File: src/rtl/tmon_ctrl.sv
// -----------------------------------------------------------------------------
// tmon_ctrl -- temperature monitor controller
//
// Samples an external sensor on a programmable period, keeps running
// statistics (last, max, min, 4-entry moving average) and classifies the
// latest reading against programmable high/low thresholds. A small command
// interface resets statistics, programs period and thresholds, and reads the
// statistics back through a valid/ready output port.
//
// Handshakes: a transfer happens on a rising edge where the producer's valid
// and the consumer's ready are both 1. The producer holds valid and its data
// stable until that edge. cmd_valid/cmd_ready and out_valid/out_ready follow
// this rule. sample_req/sample_ack is a request/acknowledge pair: sample_req
// stays high until the edge on which the one-cycle sample_ack pulse is seen.
//
// Ports
//   clk          in   clock, all logic on rising edge
//   rst_n        in   synchronous active-low reset
//   cmd_valid    in   command offered
//   cmd_op       in   [3:0] opcode (bit 3 set = no-op)
//   cmd_data     in   [7:0] operand for SET_* commands
//   cmd_ready    out  high only in IDLE
//   sample_req   out  request to sensor
//   sample_ack   in   sensor data valid, one-cycle pulse
//   sample_data  in   [7:0] unsigned sensor reading
//   out_valid    out  out_data valid
//   out_data     out  [7:0] result of an OUT_* command
//   out_ready    in   consumer accepts out_data
//   status       out  [1:0] classification of last sample (0 OK,1 LOW,2 HIGH)
//   overrun      out  sticky: a sample tick was lost
//   fsm_state    out  [1:0] current FSM state (0 IDLE,1 SAMPLE,2 OUTPUT)
//
// Opcodes: 0 RESET, 1 SET_FRQ, 2 SET_HIGH_TEMP, 3 SET_LOW_TEMP,
//          4 OUT_MAX, 5 OUT_MIN, 6 OUT_ADDR (last sample), 7 OUT_AVG,
//          1xxx NOOP.
// -----------------------------------------------------------------------------
module tmon_ctrl #(
   parameter logic [7:0] DEFAULT_PERIOD = 8'd100,
   parameter logic [7:0] DEFAULT_HIGH   = 8'd80,
   parameter logic [7:0] DEFAULT_LOW    = 8'd10
) (
   input  logic       clk,
   input  logic       rst_n,
   input  logic       cmd_valid,
   input  logic [3:0] cmd_op,
   input  logic [7:0] cmd_data,
   output logic       cmd_ready,
   output logic       sample_req,
   input  logic       sample_ack,
   input  logic [7:0] sample_data,
   output logic       out_valid,
   output logic [7:0] out_data,
   input  logic       out_ready,
   output logic [1:0] status,
   output logic       overrun,
   output logic [1:0] fsm_state
);

   localparam logic [3:0] OP_RESET    = 4'd0;
   localparam logic [3:0] OP_SET_FRQ  = 4'd1;
   localparam logic [3:0] OP_SET_HIGH = 4'd2;
   localparam logic [3:0] OP_SET_LOW  = 4'd3;

   localparam logic [1:0] ST_OK   = 2'd0;
   localparam logic [1:0] ST_LOW  = 2'd1;
   localparam logic [1:0] ST_HIGH = 2'd2;

   typedef enum logic [1:0] {
      S_IDLE   = 2'd0,
      S_SAMPLE = 2'd1,
      S_OUTPUT = 2'd2
   } state_t;

   state_t     state_q, state_d;

   logic [7:0] period_q;
   logic [7:0] count_q, count_d;
   logic       tick_pend_q, tick_pend_d;
   logic       overrun_q, overrun_d;
   logic [7:0] high_thr_q, low_thr_q;
   logic [7:0] max_q, min_q, last_q;
   logic [7:0] hist0_q, hist1_q, hist2_q, hist3_q;
   logic [1:0] status_q;
   logic [7:0] out_data_q;

   logic       cmd_accept;
   logic       start_sample;
   logic       sample_done;
   logic       do_reset, do_set_frq, do_set_high, do_set_low, do_out;
   logic       tick;
   logic [7:0] avg_val;
   logic [7:0] out_sel;
   logic [1:0] status_new;

   // ---------------------------------------------------------------------------
   // FSM
   // ---------------------------------------------------------------------------
   always_ff @(posedge clk) begin
      if (!rst_n) begin
         state_q <= S_IDLE;
      end else begin
         state_q <= state_d;
      end
   end

   // A command offered in IDLE always wins over a pending tick; the tick
   // simply stays pending and is serviced on a later idle cycle.
   always_comb begin
      state_d      = state_q;
      cmd_accept   = 1'b0;
      start_sample = 1'b0;
      sample_done  = 1'b0;
      case (state_q)
         S_IDLE: begin
            if (cmd_valid) begin
               cmd_accept = 1'b1;
               if (!cmd_op[3] && cmd_op[2]) begin
                  state_d = S_OUTPUT;
               end
            end else if (tick_pend_q) begin
               start_sample = 1'b1;
               state_d      = S_SAMPLE;
            end
         end
         S_SAMPLE: begin
            if (sample_ack) begin
               sample_done = 1'b1;
               state_d     = S_IDLE;
            end
         end
         S_OUTPUT: begin
            if (out_ready) begin
               state_d = S_IDLE;
            end
         end
         default: state_d = S_IDLE;
      endcase
   end

   assign cmd_ready  = (state_q == S_IDLE);
   assign sample_req = (state_q == S_SAMPLE);
   assign out_valid  = (state_q == S_OUTPUT);
   assign fsm_state  = state_q;

   // ---------------------------------------------------------------------------
   // Command decode (only meaningful on the accepting cycle)
   // ---------------------------------------------------------------------------
   always_comb begin
      do_reset    = 1'b0;
      do_set_frq  = 1'b0;
      do_set_high = 1'b0;
      do_set_low  = 1'b0;
      do_out      = 1'b0;
      if (cmd_accept && !cmd_op[3]) begin
         do_reset    = (cmd_op == OP_RESET);
         do_set_frq  = (cmd_op == OP_SET_FRQ);
         do_set_high = (cmd_op == OP_SET_HIGH);
         do_set_low  = (cmd_op == OP_SET_LOW);
         do_out      = cmd_op[2];
      end
   end

   // ---------------------------------------------------------------------------
   // Sample timer
   // ---------------------------------------------------------------------------
   // Period 0 disables ticking and parks the counter at 0.
   assign tick = (period_q != 8'd0) && (count_q == (period_q - 8'd1));

   always_comb begin
      count_d = count_q + 8'd1;
      if (tick || (period_q == 8'd0)) begin
         count_d = 8'd0;
      end
      if (do_set_frq) begin
         count_d = 8'd0;
      end

      // A new tick landing on the cycle the previous one is consumed keeps
      // the pending flag set; SET_FRQ discards anything pending.
      tick_pend_d = tick_pend_q;
      if (start_sample) begin
         tick_pend_d = 1'b0;
      end
      if (tick) begin
         tick_pend_d = 1'b1;
      end
      if (do_set_frq) begin
         tick_pend_d = 1'b0;
      end

      // A tick is lost only when one is already waiting and not being
      // consumed in this same cycle.
      overrun_d = overrun_q;
      if (tick && tick_pend_q && !start_sample) begin
         overrun_d = 1'b1;
      end
      if (do_reset) begin
         overrun_d = 1'b0;
      end
   end

   // ---------------------------------------------------------------------------
   // Statistics helpers
   // ---------------------------------------------------------------------------
   // 10-bit sum of the four history entries, truncated divide by 4.
   assign avg_val = 8'(({2'b00, hist0_q} + {2'b00, hist1_q} +
                        {2'b00, hist2_q} + {2'b00, hist3_q}) >> 2);

   always_comb begin
      status_new = ST_OK;
      if (sample_data > high_thr_q) begin
         status_new = ST_HIGH;
      end else if (sample_data < low_thr_q) begin
         status_new = ST_LOW;
      end
   end

   always_comb begin
      out_sel = 8'd0;
      case (cmd_op[1:0])
         2'd0: out_sel = max_q;
         2'd1: out_sel = min_q;
         2'd2: out_sel = last_q;
         2'd3: out_sel = avg_val;
         default: out_sel = 8'd0;
      endcase
   end

   // ---------------------------------------------------------------------------
   // Datapath registers
   // ---------------------------------------------------------------------------
   always_ff @(posedge clk) begin
      if (!rst_n) begin
         period_q    <= DEFAULT_PERIOD;
         count_q     <= 8'd0;
         tick_pend_q <= 1'b0;
         overrun_q   <= 1'b0;
         high_thr_q  <= DEFAULT_HIGH;
         low_thr_q   <= DEFAULT_LOW;
         max_q       <= 8'h00;
         min_q       <= 8'hFF;
         last_q      <= 8'h00;
         hist0_q     <= 8'h00;
         hist1_q     <= 8'h00;
         hist2_q     <= 8'h00;
         hist3_q     <= 8'h00;
         status_q    <= ST_OK;
         out_data_q  <= 8'h00;
      end else begin
         count_q     <= count_d;
         tick_pend_q <= tick_pend_d;
         overrun_q   <= overrun_d;

         if (do_set_frq) begin
            period_q <= cmd_data;
         end
         if (do_set_high) begin
            high_thr_q <= cmd_data;
         end
         if (do_set_low) begin
            low_thr_q <= cmd_data;
         end

         // Commands are only accepted in IDLE and samples only complete in
         // SAMPLE, so these two never coincide.
         if (do_reset) begin
            max_q    <= 8'h00;
            min_q    <= 8'hFF;
            last_q   <= 8'h00;
            hist0_q  <= 8'h00;
            hist1_q  <= 8'h00;
            hist2_q  <= 8'h00;
            hist3_q  <= 8'h00;
            status_q <= ST_OK;
         end else if (sample_done) begin
            last_q <= sample_data;
            if (sample_data > max_q) begin
               max_q <= sample_data;
            end
            if (sample_data < min_q) begin
               min_q <= sample_data;
            end
            hist0_q  <= sample_data;
            hist1_q  <= hist0_q;
            hist2_q  <= hist1_q;
            hist3_q  <= hist2_q;
            status_q <= status_new;
         end

         if (do_out) begin
            out_data_q <= out_sel;
         end
      end
   end

   assign out_data = out_data_q;
   assign status   = status_q;
   assign overrun  = overrun_q;

endmodule

File: config.mk
export PLATFORM = sky130hd
export DESIGN_NAME = tmon_ctrl
export DESIGN_NICKNAME = d
export VERILOG_FILES = /design/src/rtl/tmon_ctrl.sv
export SDC_FILE = /design/constraint.sdc
export NUM_CORES = 1
export LEC_CHECK = 0
export CORE_UTILIZATION = 55
export CTS_BUF_LIST = sky130_fd_sc_hd__clkbuf_4
export DETAILED_ROUTE_END_ITERATION = 16
export PLACE_DENSITY_LB_ADDON = 0.25
export SYNTH_ARGS = -nofsm -noshare
export SYNTH_HDL_FRONTEND = slang
export SYNTH_SLANG_ARGS = --single-unit
export TNS_END_PERCENT = 50
File: constraint.sdc
create_clock -name clk -period 2.96 [get_ports clk]
set_input_delay 0.592 -clock clk [delete_from_list [all_inputs] [get_ports clk]]
set_output_delay 0.592 -clock clk [all_outputs]
set_load 0.01 [all_outputs]
==> impl_metrics.py, run 1 <==
# Auto-generated metrics
metrics = {
    "final_layout": {
        "layout.cells.non_filler": 822,
        "lay_top_count": "nand2_1",
        "final_cell_mix": "nand2_1 (91), dfxtp_1 (87), inv_1 (68)",
        "nets": 770,
        "areaGrowthSynthToFinish_pct": 16.0,
        "fin_util_pct": 66.8,
    },
    "timing": {
        "finalSetupTns_ns": 0,
        "relSlewSlack_pct": 63.7,
        "clock-skew-final_ns": 0.0128,
        "hold_violations": 0,
    },
    "global_routing": {
        "grt_first_pass_wirelength_mm": 21.4,
        "grt_pass1_vias": 4578,
        "grtUsageTotal_pct": 27.3,
    },
    "cts": {
        "clkSlewWorstSetupHoldPaths_ns": 0.14,
        "clockRootBuffer": "clkbuf_4",
    },
    "routing": {
        "vias": 4546,
        "ant_nets": 0,
        "wl_mm": 12.9,
        "drcViolationCount": 0,
        "wire_per_inst_um": 15.7,
        "first_pass_iters": 5,
        "viasPerCell": 5.53,
        "initialDrtViolationCount": 160,
    },
    "pwr": {
        "p_total_w": 0.00220,
        "power_density_nw_per_um2": 351,
        "p_sw_share_pct": 25.7,
    },
    "die": {
        "fp_util_pct": 57.6,
        "die_w_um": 101,
        "num_io_pins": 41,
    },
    "logic_synthesis": {
        "ff_type": "dfxtp_1",
        "synth_top_area_share_pct": 34.7,
        "ys_chip_area_um2": 5420,
        "async_reset_ff_share_pct": 0,
        "ys_warn_count": 0,
        "netlist_top_cells_area": "dfxtp_1 (35%), ha_1 (9.2%), nand2_1 (6.3%), fa_1 (5.9%), a21oi_1 (5.6%)",
        "synth.avg_cell_area_um2": 8.56,
        "common_cells": "dfxtp_1 (94), nand2_1 (91), inv_1 (71)",
        "yosysUniqueCellTypes": 62,
        "synth_area_um2": 5420,
        "ys_cells": 633,
        "top_area_cell": "dfxtp_1",
    },
    "setup_path": {
        "rrSetupSlack_ns": 0.04,
        "cp.arrival_ns": 3.27,
        "max_stage_delay_ns": 0.53,
        "startpoint_type": "flip-flop",
        "criticalPathCategory": "flip-flop to flip-flop",
        "critPathMaxFanout": 2,
    },
    "placement": {
        "preCtsSetupSlack_ns": -0.0851,
    },
    "outcome": {
        "outcome": "finished clean",
    },
    "flow_run": {
        "maxCapViolations": 0,
    },
}
==> run 1: metrics by stage <==
stage | cell area, um2 | hold WS, ns
after global routing | 6290 | 0.486
after floorplan | 5420 | 0.436
after CTS | 6230 | 0.467
after global placement | 6100 | 0.443
final | 6290 | 0.466
after detailed placement | 6100 | 0.448
==> run 1: critical path: cells and delay by family (launching register included) <==
kind	cells	cell delay, ns
adder cells (fa/ha/maj)	3	1.43
multiplexers	1	0.46
flip-flops	1	0.36
buffers and inverters	3	0.22
AND/OR/NAND/NOR	2	0.20
XOR/XNOR	1	0.11
AND-OR/OR-AND	1	0.06
==> run 1: layout make-up <==
cell class	instances	area, um2
inverters	71	267
clock buffers	9	67.6
well taps	129	161
clock inverters	6	62.6
repair buffers	70	642
fillers	829	3130
flip-flops and latches	94	1890
multi-input cells	443	3200
==> run 1: power by group through the flow <==
stage / Clock, W / Combinational [W] / Sequential, W
2_1_floorplan: 0 / 0.000122 / 0.00132
3_3_place_gp: 0 / 0.000220 / 0.00132
3_5_place_dp: 0 / 0.000227 / 0.00132
4_1_cts: 0.000709 / 0.000228 / 0.00129
5_1_grt: 0.000754 / 0.000251 / 0.00129
6_report: 0.000686 / 0.000228 / 0.00129
==> run 1: metal layers <==
| layer | vias up | wire length, um | share of wire, % | track usage, % |
|---|---|---|---|---|
| met3 | 39 | 591 | 4.6 | 4.76 |
| met5 | - | 0 | 0 | 0 |
| met2 | 97 | 6400 | 49 | 48.8 |
| li1 | 2255 | - | - | - |
| met4 | 0 | 477 | 3.7 | 13.6 |
| met1 | 2155 | 5480 | 42 | 31.4 |
==> run 1: path summary, 6_finish.rpt <==
check | startpoint | to | cells past startpoint
setup / recovery | hist2_q[1]$_SDFFE_PP0P_ | out_data[1]$_SDFFE_PN0P_ | 11
hold / removal | hist3_q[2]$_SDFFE_PP0P_ | hist3_q[2]$_SDFFE_PP0P_ | 2
setup reg to reg | hist2_q[1]$_SDFFE_PP0P_ | out_data[1]$_SDFFE_PN0P_ | 11
hold reg to reg | hist3_q[2]$_SDFFE_PP0P_ | hist3_q[2]$_SDFFE_PP0P_ | 2
==> run 1: logic make-up after synthesis <==
| kind of cell | share of synthesized area (%) |
|---|---|
| adders and majority gates | 15.1 |
| AOI/OAI and AO/OA | 15.9 |
| DFF | 34.7 |
| xor gates and xnor gates | 3.07 |
| and+or+nand+nor | 18.6 |
| muxes | 5.49 |
| buffers and inverters | 7.04 |
==> run 1: timing repair <==
action | 4_1_cts | 5_1_grt
setup endpoints to repair | 3 | 6
pin swaps | 0 | 12
buffers inserted | 0 | 2
gates resized | 3 | 19
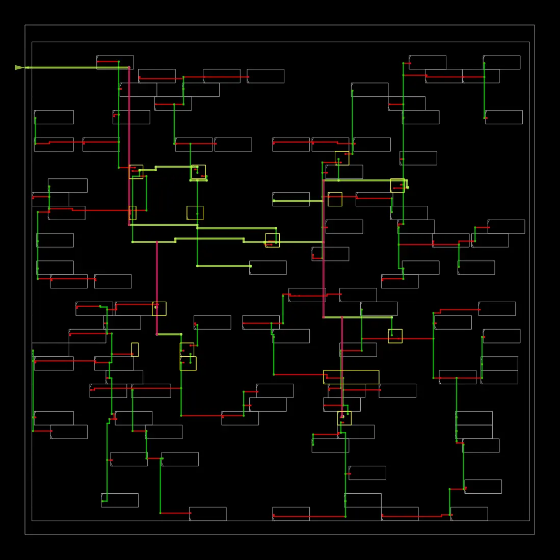
*The clock network, run 1*
TritonCTS buffer count: 9
Clk Latency, worst-skew pair: 0.45 ns
clock sinks: 94

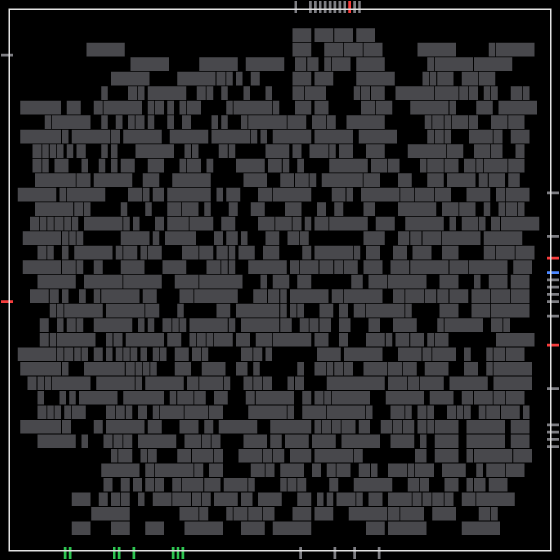
*I/O pins on the die edge, run 1*
Pins as bars across the die edge, other pins in gray.
Key: cmd_op = red [pins 4, direction input, edge 2 right, 1 left, 1 top]; sample_data = green [pins 8, direction input, edge bottom]; rst_n = blue [pins 1, direction input, edge right]
All pins by edge: 15 right, 12 top, 12 bottom, 2 left.

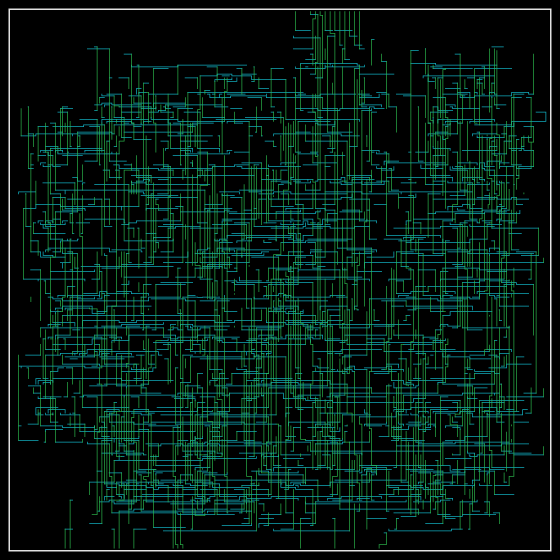
*Wiring by layer, run 1*
Two of the layers only.
Key: metal 1 = cyan [wire length 5480 um]; metal 2 = green [wire length 6400 um]

--- run 2 (diff from run 1) ---
CAP_MARGIN = 10   (was unset)
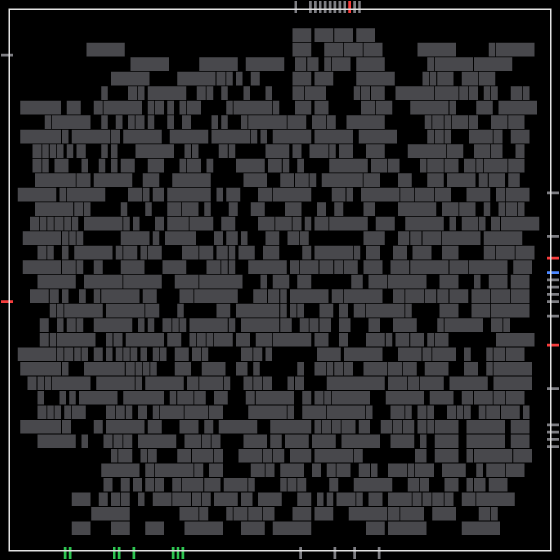
*I/O pins on the die edge, run 2*
Pins as bars across the die edge, other pins in gray.
Key: rst_n = blue [pins 1, direction input, edge right]; cmd_op = red [pins 4, direction input, edge 2 right, 1 left, 1 top]; sample_data = green [pins 8, direction input, edge bottom]

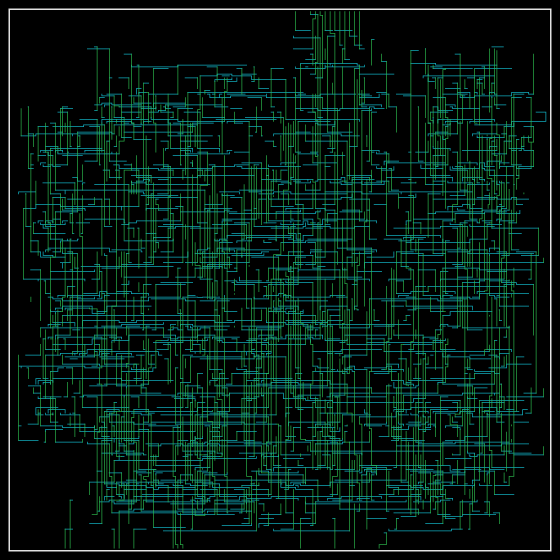
*Wiring by layer, run 2*
Two of the layers only.
Key: metal 2 = green [wire length 6400 um]; metal 1 = cyan [wire length 5480 um]

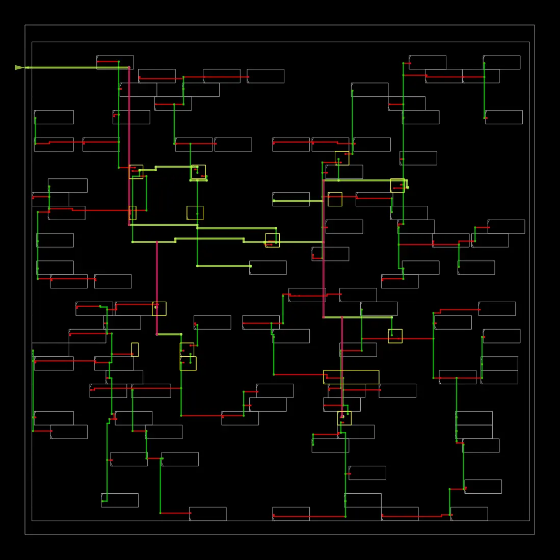
*The clock network, run 2*
CLK BUF: 9
Seq cells: 94
Clk. pwr: 0.000686 W
clock skew: 0.0128 ns

==> run 2 against run 1 <==
  * Synthesized cell count is the same
  * Clock-buffer cell count stayed put
  * Final cell count stayed put
  * Worst hold slack stayed put
  * Largest cell class unchanged
  * First-iteration DRC count is the same
  * Critical endpoint unchanged
==> impl_metrics.py, run 2 <==
# Auto-generated metrics
metrics = {
    "global_routing": {
        "grtUsageTotal_pct": 27.3,
        "grt_first_pass_wirelength_mm": 21.4,
        "grt_pass1_vias": 4578,
        "grt_antenna_before_repair": 0,
        "grt_max_degree": 51,
    },
    "final_layout": {
        "lay_top_count": "nand2_1",
        "drive_gt1_share_pct": 10.7,
        "areaGrowthSynthToFinish_pct": 16.0,
        "final_cell_mix": "nand2_1 (91), dfxtp_1 (87), inv_1 (68)",
        "nFillCells": 829,
        "num_antenna_cells": 0,
        "layout.cells.non_filler": 822,
        "fin_util_pct": 66.8,
        "nets": 770,
    },
    "die": {
        "die_h_um": 101,
        "chip_area_um2": 10300,
        "die_w_um": 101,
        "num_io_pins": 41,
        "fp.coreArea_um2": 9420,
        "placementRows": 35,
        "fp_util_pct": 57.6,
    },
    "cts": {
        "cts_inserted_buffers": 9,
        "clkSlewWorstSetupHoldPaths_ns": 0.14,
        "clock_sinks": 94,
        "ctsLongestPathBuffers": 2,
        "insertion_delay_ns": 0.45,
        "cts_tree": "yes",
        "clockRootBuffer": "clkbuf_4",
    },
    "pwr": {
        "p_total_w": 0.00220,
        "vdd_drop_max_v": 0.000244,
        "power_density_nw_per_um2": 351,
    },
    "logic_synthesis": {
        "common_cells": "dfxtp_1 (94), nand2_1 (91), inv_1 (71)",
        "top_area_cell": "dfxtp_1",
        "netlist_instances": 633,
        "netlist_top_cells_area": "dfxtp_1 (35%), ha_1 (9.2%), nand2_1 (6.3%), fa_1 (5.9%), a21oi_1 (5.6%)",
        "async_reset_ff_share_pct": 0,
        "ys_cells": 633,
        "synth-edff-count": 0,
        "synth.avg_cell_area_um2": 8.56,
        "synth_top_area_share_pct": 34.7,
        "ys_chip_area_um2": 5420,
        "synth_area_um2": 5420,
        "ys_warn_count": 0,
        "yosysUniqueCellTypes": 62,
        "ff_type": "dfxtp_1",
    },
    "setup_path": {
        "criticalPathCategory": "flip-flop to flip-flop",
        "startpoint_type": "flip-flop",
        "r2r_cells": 11,
        "critPathMaxFanout": 2,
        "max_stage_delay_ns": 0.53,
        "endpoint": "out_data[1]$_SDFFE_PN0P_",
        "end_kind": "flip-flop",
        "cp.arrival_ns": 3.27,
        "rr_endpoint": "out_data[1]$_SDFFE_PN0P_",
        "crit_start": "hist2_q[1]$_SDFFE_PP0P_",
        "cpMaxStageDelayCell": "fa_1",
        "crit_chain": "inv_2, fa_1, inv_1, fa_1, nand3b_1, fa_2, buf_6, xnor2_2, mux4_2, nand2_1, a21boi_1",
        "r2r-start": "hist2_q[1]$_SDFFE_PP0P_",
        "rrSetupSlack_ns": 0.04,
    },
    "routing": {
        "wire_per_inst_um": 15.7,
        "wl_mm": 12.9,
        "viasPerCell": 5.53,
        "ant_nets": 0,
        "drcViolationCount": 0,
        "first_pass_iters": 5,
        "initialDrtViolationCount": 160,
        "vias": 4546,
    },
    "timing": {
        "rsz0062_at_grt": "true",
        "hold_violations": 0,
        "fin_ws_ns": 0.0370,
        "finalCritPeriodShare_pct": 98.8,
        "relSlewSlack_pct": 63.7,
        "tightest_slew_ns": 0.544,
        "fin_crit_ns": 2.92,
        "max_freq_ghz": 0.342,
    },
    "placement": {
        "finalWeightedCongestion": 0.883,
        "preCtsSetupSlack_ns": -0.0851,
        "hpwl_mm": 9.85,
    },
    "min_path": {
        "worstHoldPathType": "flip-flop to flip-flop",
    },
    "flow_run": {
        "warnings": 28,
        "maxCapViolations": 0,
    },
    "outcome": {
        "outcome": "finished clean",
    },
}
run 2: routing by layer:
layer  track usage, %  routed length (um)  up-vias  part of all wire (%)
met4             13.6                 477        0                   3.7
met5                0                   0        -                     0
met3             4.76                 591       39                   4.6
li1                 -                   -     2255                     -
met2             48.8                6400       97                    49
met1             31.4                5480     2155                    42
run 2: logic make-up (layout without fill, tap and decap cells):
family / Yosys count / count (layout) / synth area share [%]
AND/OR/NAND/NOR: 205 / 205 / 18.6
AND-OR/OR-AND: 137 / 137 / 15.9
buffers and inverters: 96 / 156 / 7.04
flip-flops: 94 / 94 / 34.7
adder cells (fa/ha/maj): 56 / 56 / 15.1
multiplexers: 26 / 26 / 5.49
XOR/XNOR: 19 / 19 / 3.07
run 2: stage by stage:
| step | instance area, um2 | hold WS, ns | TNS, ns |
|---|---|---|---|
| 3_3_place_gp | 6100 | 0.443 | -0.00642 |
| 4_1_cts | 6230 | 0.467 | 0 |
| 2_1_floorplan | 5420 | 0.436 | 0 |
| 6_report | 6290 | 0.466 | 0 |
| 5_1_grt | 6290 | 0.486 | -0.149 |
| 3_5_place_dp | 6100 | 0.448 | -0.174 |
run 2: cell type report:
type / instances / area, um2 / share of cell area [%]
multi-input combinational: 443 / 3200 / 50.8
sequential: 94 / 1890 / 30.1
timing repair buffer: 70 / 642 / 10.2
inverter: 71 / 267 / 4.24
tap: 129 / 161 / 2.57
clock buffer: 9 / 67.6 / 1.07
clock inverter: 6 / 62.6 / 0.995
run 2: worst min-delay path by stage:
| stage | endpoint | cells after the start | slack, ns | start |
|---|---|---|---|---|
| finish | hist3_q[2]$_SDFFE_PP0P_ | 2 | 0.47 | hist3_q[2]$_SDFFE_PP0P_ |
| detailed placement | hist3_q[2]$_SDFFE_PP0P_ | 2 | 0.45 | hist3_q[2]$_SDFFE_PP0P_ |
| floorplan | hist3_q[2]$_SDFFE_PP0P_ | 2 | 0.44 | hist3_q[2]$_SDFFE_PP0P_ |
| global placement | status[0]$_SDFFE_PP0P_ | 2 | 0.44 | status[0]$_SDFFE_PP0P_ |
| CTS | hist3_q[2]$_SDFFE_PP0P_ | 2 | 0.47 | hist3_q[2]$_SDFFE_PP0P_ |
| global route | hist2_q[3]$_SDFFE_PP0P_ | 2 | 0.49 | hist2_q[3]$_SDFFE_PP0P_ |
run 2: what timing repair did:
item | 4_1_cts | 5_1_grt
hold buffers | 0 | 0
gates resized | 3 | 19
buffers inserted | 0 | 2
setup endpoints to repair | 3 | 6
pin swaps | 0 | 12
run 2: worst max-delay path: cells and delay by family, from the launching register on:
kind	cells	cell delay, ns
xor gates and xnor gates	1	0.11
DFF	1	0.36
buffers and inverters	3	0.22
adders and majority gates	3	1.43
AOI/OAI and AO/OA	1	0.06
muxes	1	0.46
and+or+nand+nor	2	0.20
run 2: report_power, final:
part           leakage (nW)  switching (W)  total (W)  internal (W)
registers             0.763      0.0000123    0.00129       0.00128
logic                  1.72       0.000120   0.000228      0.000108
clock network        0.0675       0.000434   0.000686      0.000252
Power figures rest on the tool's default switching activity, not on a simulated workload.
